Fig. 1: run 1, clock wiring as the flow saved it
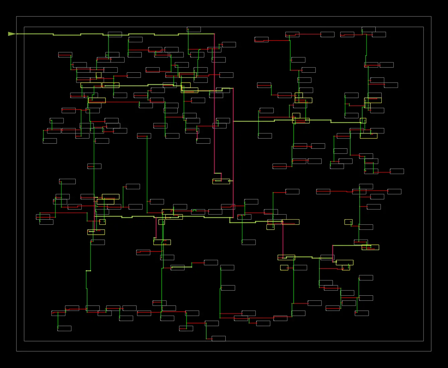
Fig. 2: run 1, signal metal coverage by tile
Scale bar: 50 µm. The die is cut into 22 by 18 equal tiles; dark blue is low, red is high, scaled to the fullest tile. Values are wire area over tile area, all layers added.
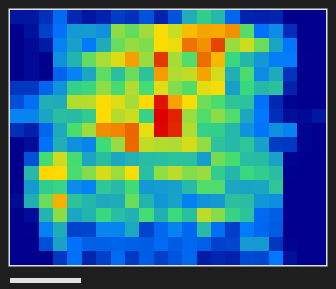
Fig. 3: run 1, M1 wires
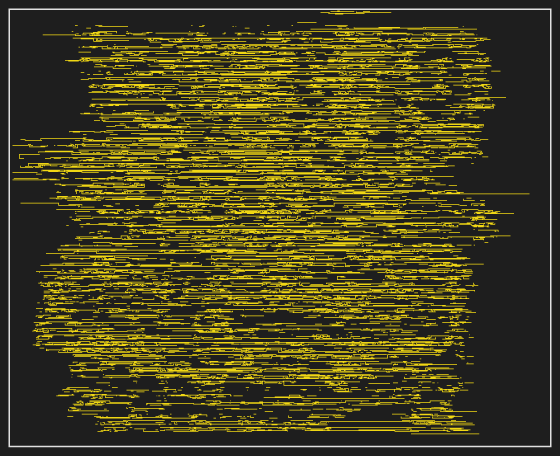
`config.mk`:
```
export PLATFORM = sky130hd
export DESIGN_NAME = muldiv_sequencer
export DESIGN_NICKNAME = d
export VERILOG_FILES = /design/src/rtl/muldiv_sequencer.sv
export SDC_FILE = /design/constraint.sdc
export NUM_CORES = 1
export LEC_CHECK = 0
export CORE_ASPECT_RATIO = 0.8
export CORE_MARGIN = 4
export CORE_UTILIZATION = 40
export DETAILED_ROUTE_END_ITERATION = 8
export DONT_BUFFER_PORTS = 1
export GPL_ROUTABILITY_DRIVEN = 0
export MAX_ROUTING_LAYER = met4
export PLACE_DENSITY_LB_ADDON = 0.15
export SKIP_LAST_GASP = 1
export SLEW_MARGIN = 5
export SYNTH_ARGS = -nofsm -noshare
export SYNTH_HDL_FRONTEND = slang
export SYNTH_SLANG_ARGS = --single-unit
```
`constraint.sdc`:
```
create_clock -name i_clk -period 3.85 [get_ports i_clk]
set_clock_uncertainty 0.15 [all_clocks]
set_input_delay 0.5775 -clock i_clk [delete_from_list [all_inputs] [get_ports i_clk]]
set_output_delay 0.5775 -clock i_clk [all_outputs]
set_load 0.05 [all_outputs]
```
`src/rtl/muldiv_sequencer.sv`:
```
// Iterative multiply/divide unit beside the EX-stage ALU: shift-add multiply,
// restoring divide, owns HI/LO and stalls the pipeline while a result is pending.
module muldiv_sequencer #(
    parameter int NB_OP   = 6,
    parameter int NB_DATA = 32,
    parameter int NB_CNT  = 6
) (
    input  logic               i_clk,
    input  logic               i_reset,
    input  logic               i_start,
    input  logic [NB_OP-1:0]   i_op,
    input  logic [NB_DATA-1:0] i_data_a,
    input  logic [NB_DATA-1:0] i_data_b,
    input  logic               i_flush,
    output logic [NB_DATA-1:0] o_data,
    output logic               o_busy,
    output logic               o_stall,
    output logic               o_done
);
    localparam logic [NB_OP-1:0] OP_MULT  = NB_OP'(6'b011000);
    localparam logic [NB_OP-1:0] OP_MULTU = NB_OP'(6'b011001);
    localparam logic [NB_OP-1:0] OP_DIV   = NB_OP'(6'b011010);
    localparam logic [NB_OP-1:0] OP_DIVU  = NB_OP'(6'b011011);
    localparam logic [NB_OP-1:0] OP_MFHI  = NB_OP'(6'b010000);
    localparam logic [NB_OP-1:0] OP_MTHI  = NB_OP'(6'b010001);
    localparam logic [NB_OP-1:0] OP_MFLO  = NB_OP'(6'b010010);
    localparam logic [NB_OP-1:0] OP_MTLO  = NB_OP'(6'b010011);

    typedef enum logic [1:0] {IDLE, RUN, FIX} state_t;

    state_t                state_q;
    logic [NB_CNT-1:0]     cnt_q;
    logic [2*NB_DATA-1:0]  acc_q, acc_d;
    logic [NB_DATA-1:0]    opB_q, hi_q, lo_q, hiFix_d, loFix_d;
    logic                  isDiv_q, negRes_q, negRem_q, divZero_q, busy_q, done_q;

    logic                  isMulDiv, isSigned, isDivOp;
    logic [NB_DATA-1:0]    absA, absB;
    logic [NB_DATA:0]      mulSum, remShift, remSub;
    logic [2*NB_DATA-1:0]  prod;

    always_comb begin
        isMulDiv = (i_op == OP_MULT) || (i_op == OP_MULTU) || (i_op == OP_DIV) || (i_op == OP_DIVU);
        isSigned = (i_op == OP_MULT) || (i_op == OP_DIV);
        isDivOp  = (i_op == OP_DIV) || (i_op == OP_DIVU);
        absA     = (isSigned && i_data_a[NB_DATA-1]) ? -i_data_a : i_data_a;
        absB     = (isSigned && i_data_b[NB_DATA-1]) ? -i_data_b : i_data_b;
    end

    // acc_q holds {partial product, multiplier} or {partial remainder, dividend/quotient}
    always_comb begin
        mulSum   = {1'b0, acc_q[2*NB_DATA-1:NB_DATA]} + (acc_q[0] ? {1'b0, opB_q} : '0);
        remShift = acc_q[2*NB_DATA-1:NB_DATA-1];
        remSub   = remShift - {1'b0, opB_q};
        acc_d    = {mulSum, acc_q[NB_DATA-1:1]};
        if (isDiv_q) begin
            if (remShift >= {1'b0, opB_q})
                acc_d = {remSub[NB_DATA-1:0], acc_q[NB_DATA-2:0], 1'b1};
            else
                acc_d = {remShift[NB_DATA-1:0], acc_q[NB_DATA-2:0], 1'b0};
        end
    end

    // Divide by zero leaves |a| as remainder, so only the quotient needs overriding
    always_comb begin
        prod    = negRes_q ? -acc_q : acc_q;
        hiFix_d = prod[2*NB_DATA-1:NB_DATA];
        loFix_d = prod[NB_DATA-1:0];
        if (isDiv_q) begin
            hiFix_d = negRem_q ? -acc_q[2*NB_DATA-1:NB_DATA] : acc_q[2*NB_DATA-1:NB_DATA];
            if (divZero_q)
                loFix_d = '1;
            else
                loFix_d = negRes_q ? -acc_q[NB_DATA-1:0] : acc_q[NB_DATA-1:0];
        end
    end

    always_ff @(posedge i_clk) begin
        if (i_reset) begin
            state_q   <= IDLE;
            cnt_q     <= '0;
            acc_q     <= '0;
            opB_q     <= '0;
            hi_q      <= '0;
            lo_q      <= '0;
            isDiv_q   <= 1'b0;
            negRes_q  <= 1'b0;
            negRem_q  <= 1'b0;
            divZero_q <= 1'b0;
            busy_q    <= 1'b0;
            done_q    <= 1'b0;
        end else if (i_flush) begin
            state_q <= IDLE;
            cnt_q   <= '0;
            busy_q  <= 1'b0;
            done_q  <= 1'b0;
        end else begin
            done_q <= 1'b0;
            case (state_q)
                IDLE: begin
                    if (i_start && isMulDiv) begin
                        acc_q     <= {{NB_DATA{1'b0}}, absA};
                        opB_q     <= absB;
                        isDiv_q   <= isDivOp;
                        negRes_q  <= isSigned && (i_data_a[NB_DATA-1] ^ i_data_b[NB_DATA-1]);
                        negRem_q  <= isSigned && i_data_a[NB_DATA-1];
                        divZero_q <= isDivOp && (i_data_b == '0);
                        cnt_q     <= '0;
                        busy_q    <= 1'b1;
                        state_q   <= RUN;
                    end else if (i_start && i_op == OP_MTHI) begin
                        hi_q <= i_data_a;
                    end else if (i_start && i_op == OP_MTLO) begin
                        lo_q <= i_data_a;
                    end
                end
                RUN: begin
                    acc_q <= acc_d;
                    cnt_q <= cnt_q + 1'b1;
                    if (cnt_q == NB_CNT'(NB_DATA - 1))
                        state_q <= FIX;
                end
                FIX: begin
                    hi_q    <= hiFix_d;
                    lo_q    <= loFix_d;
                    done_q  <= 1'b1;
                    busy_q  <= 1'b0;
                    state_q <= IDLE;
                end
                default: state_q <= IDLE;
            endcase
        end
    end

    always_comb begin
        o_data = '0;
        if (i_start && i_op == OP_MFHI)
            o_data = hi_q;
        else if (i_start && i_op == OP_MFLO)
            o_data = lo_q;
    end

    assign o_stall = i_start && (busy_q || (state_q == IDLE && isMulDiv));
    assign o_busy  = busy_q;
    assign o_done  = done_q;

endmodule
```
==> impl_metrics.csv, run 1 <==
group,metric,value,unit
routing,wl_met3,5452,µm
run,max_cap_viol_count,0,
grt,grt_max_degree,123,
cells_and_area,largest_reg_flops,64,
floorplan,initial_core_util,40.78,%
critical_path,critPathCapture,"acc_q[0]$_SDFFE_PP0P_",
clock_network,ctsLongestPathBuffers,2,
place,dp_cells,2449,
timing,final-setup-viol-count,0,
synthesis,yosys.area.top_type,"dfxtp_1",
cells_and_area,comb_area,10560,µm²
synthesis,ys_area,14740,µm²
clock_network,cts_tree,"done",
worst_hold_path,whs_path_depth,1,
grt,use_met1,40.39,%
critical_path,slowest_delay,0.58,ns
synthesis,syn_nets,2142,
critical_path,rr_endpoint,"acc_q[0]$_SDFFE_PP0P_",
cells_and_area,comb_share,64.55,%
power_and_ir_drop,comb_power_share,11.6,%
synthesis,syn_avg_cell_area,7.382,µm²
cells_and_area,top_register,"acc_q",
synthesis,yosysCellCount,1997,
timing,fin_crit,3.742,ns
routing,drc,0,
critical_path,cp_cell_sequence,"ha_1, o21a_1, o31ai_1, buf_4, a21oi_1, a211oi_1, buf_4, o21a_1, o21ai_4, or2_2, o211ai_1, a221oi_1",
grt,grt_use_total,27.48,%
floorplan,fp.dieW,222.6,µm
timing,final_max_slew_viol_count,0,
clock_network,cts_resized,0,
critical_path,cp.depth,12,
routing,viasPerCell,6.173,
grt,grt_pass1_vias,14340,
place,placed_area,15720,µm²
critical_path,rr_startpoint,"acc_q[33]$_SDFFE_PP0P_",
synthesis,async_flop_share,0,%
critical_path,worstSetupPathType,"flop to flop",
floorplan,nWellTaps,480,
cells_and_area,inverters,57,
synthesis,syn_inst,1997,
power_and_ir_drop,power.density,256.8,nW/µm²
critical_path,r2r_setup_slack,0.11,ns
synthesis,ys.warnings.count,0,
timing,worstMarginPinSlew,1.011,ns
synthesis,mux_area_share,5.738,%
place,place_ws,0.02846,ns
grt,grt_busiest_layer,"met1",
cells_and_area,clock_area_share,3.793,%
synthesis,synth.top_cell.area_share,23.63,%
cells_and_area,flop_area,3487,µm²
synthesis,post-synth-top-count-cell,"nor2_1",
synthesis,area_leaders,"dfxtp_1 24%, nor2_1 5.9%, ha_1 5.9%",
synthesis,synthDistinctLibCells,80,
critical_path,path_max_fanout,13,
critical_path,cp_slowest_cell,"dfxtp_1",
cells_and_area,n_all_buffers,113,
cells_and_area,comb.multi_input.count,1626,
cells_and_area,top_area_cell_class,"multi-input combinational cells",
power_and_ir_drop,pwr-share-clk,45.1,%
floorplan,rows,62,
synthesis,synth_flops,174,
power_and_ir_drop,p_sw_share,28.73,%
routing,drt_iter0_markers,1704,
power_and_ir_drop,vdd_drop_max,0.2220,mV
floorplan,ioPinCount,109,
synthesis,ys_sh_simple,21.96,%
place,hpwl,41680,µm
status,status,"finished, final reports clean",
timing,rsz0062_at_grt,"false",
power_and_ir_drop,total_leakage_power,0.006471,µW
cells_and_area,diodes,0,
timing,hold_violations,0,
place,portBuffers,0,
clock_network,path_clk_slew,0.07,ns
timing,tns,0,ns
synthesis,ff_type,"dfxtp_1",
timing,hold_slack,0.03346,ns
floorplan,die_y,179.7,µm
power_and_ir_drop,pg_comb,488,µW
cells_and_area,seq-cell-share,21.31,%
cells_and_area,nonClkBufAreaFrac,5.361,%
critical_path,cp_data_required_time,4.02,ns
synthesis,syn-cell-area,14740,µm²
clock_network,htreeDepth,4,
critical_path,arrival,3.91,ns
power_and_ir_drop,p_int,2995,µW
-- Fig. 1 (at the start) --
Power Clock: 1900 µW
count of flip-flops and latches: 174
Num CTS Buffers: 17
clk sinks: 174
clkbuf count: 19

-- Fig. 2 (at the start) --
fullest tile	0.66
mean over tiles	0.23
nearly empty tiles	15%

-- Fig. 3 (at the start) --
main direction	horizontal
nets with wire on the layer	2015
longest straight run	91.1 µm

-- run 1: cell usage in the layout (no fill, tap or decap), drive strengths merged, types with 9 or more instances in the layout --
cell	Yosys	final
a211oi	52	52
a21o	45	45
a21oi	168	168
a22o	11	11
a311oi	9	9
a31oi	20	20
and2	13	13
and3	13	13
buf	17	113
clkbuf	123	19
dfxtp	174	174
ha	69	69
inv	57	67
mux2i	80	80
nand2	214	214
nand2b	14	14
nand3	37	37
nand4	15	15
nor2	233	233
nor3	39	39
nor4	23	23
o211ai	32	32
o21a	12	12
o21ai	126	126
o21bai	10	10
o221ai	28	28
o31ai	27	27
o41ai	19	19
or2	13	13
or3	20	20
or4	19	19
xnor2	96	96
xor2	71	71
==> run 2, diff against run 1 <==
- CTS_BUF_LIST: unset -> sky130_fd_sc_hd__clkbuf_4
- SETUP_SLACK_MARGIN: unset -> 0.15
==> impl_metrics.csv, run 2 <==
group,metric,value,unit
synthesis,ys.warnings.count,0,
critical_path,rr_endpoint,"acc_q[55]$_SDFFE_PP0P_",
critical_path,cp_data_required_time,4.30,ns
grt,grt_max_degree,119,
clock_network,cts_resized,2,
clock_network,cts_made_buffers,17,
cells_and_area,top_register,"acc_q",
timing,final_max_slew_viol_count,0,
status,status,"finished, final reports clean",
timing,rsz0062_at_grt,"true",
synthesis,post-synth-top-count-cell,"nor2_1",
synthesis,async_flop_share,0,%
power_and_ir_drop,power.density,218.7,nW/µm²
grt,use_met1,41.40,%
floorplan,initial_core_util,40.78,%
power_and_ir_drop,total_leakage_power,0.006598,µW
timing,tns,0,ns
cells_and_area,lay_top_count,"nor2_1",
clock_network,htreeDepth,4,
place,dp_cells,2449,
power_and_ir_drop,vdd_drop_max,0.2006,mV
floorplan,ioPinCount,109,
place,hpwl,41680,µm
synthesis,ff_type,"dfxtp_1",
synthesis,yosys.area.top_type,"dfxtp_1",
place,portBuffers,0,
synthesis,ys_sh_simple,21.96,%
critical_path,cp_cell_sequence,"ha_1, a21oi_1, o21bai_1, a221o_1, a211oi_1, buf_4, o21a_1, o21ai_0, xor2_1, mux2_2, a221o_1",
synthesis,syn_nets,2142,
synthesis,syn_inst,1997,
clock_network,ctsLongestPathBuffers,2,
grt,grt_use_total,28.45,%
routing,viasPerCell,6.145,
synthesis,ys_area,14740,µm²
floorplan,die_y,179.7,µm
clock_network,path_clk_slew,0.19,ns
critical_path,cp_slowest_cell,"dfxtp_1",
synthesis,mux_area_share,5.738,%
critical_path,r2r_setup_slack,0.18,ns
run,max_cap_viol_count,0,
worst_hold_path,whs_path_depth,3,
synthesis,synthDistinctLibCells,80,
critical_path,critPathCapture,"acc_q[55]$_SDFFE_PP0P_",
synthesis,synth_flops,174,
clock_network,numClockSinks,174,
cells_and_area,layout_top_cells,"231 x nor2_1, 214 x nand2_1, 172 x dfxtp_1",
floorplan,rows,62,
run 2: cell counts after synthesis:
No cell type changed its count.
run 2: cell type report:
class                   count  area (µm²)  area share [%]
well taps                 480       600.6           3.601
repair buffers            170        1460           8.755
inverters                  57       214.0           1.283
diodes                      2       5.005         0.03001
clock inverters            15       190.2           1.140
flip-flops and latches    174        3488           20.92
clock buffers              17       127.6          0.7652
multi-input cells        1626       10590           63.51
run 2: where the power goes:
group / switching (µW) / leakage [µW] / internal, µW
registers: 11.5 / 0.00140 / 1810
logic: 340 / 0.00503 / 243
clock network: 819 / 0.000170 / 423
run 2: cell families after synthesis:
kind of cell | after synthesis
AND/OR/NAND/NOR | 686
AND-OR/OR-AND | 618
buffers and inverters | 197
flip-flops | 174
XOR/XNOR | 167
multiplexers | 84
adder cells (fa/ha/maj) | 71
Fig. 4: run 2, signal metal coverage by tile
Scale bar: 50 µm. The die is cut into 22 by 18 equal tiles; dark blue is low, red is high, scaled to the fullest tile. Values are wire area over tile area, all layers added.
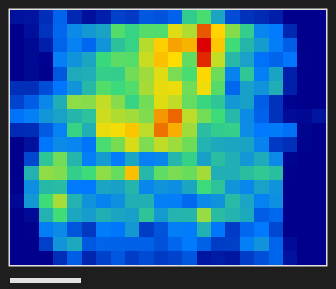
fullest tile	0.77
emptiest ninth of the die	south-east
nearly empty tiles	16%
tiles over half the peak	22%
mean over tiles	0.24

Fig. 5: run 2, the metal 3 layer
Scale bar: 50 µm.
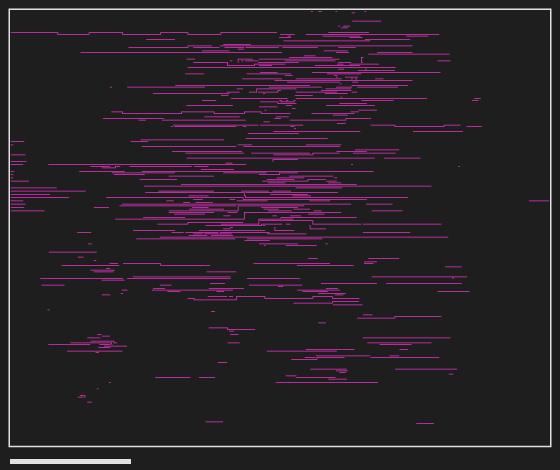
share of all routed wire	11%
longest straight run	119 µm
main direction	horizontal
wire length on this layer	6030 µm
Vias: 15610
met3 global-route usage: 7.159%

Power figures rest on the tool's default switching activity, not on a simulated workload.
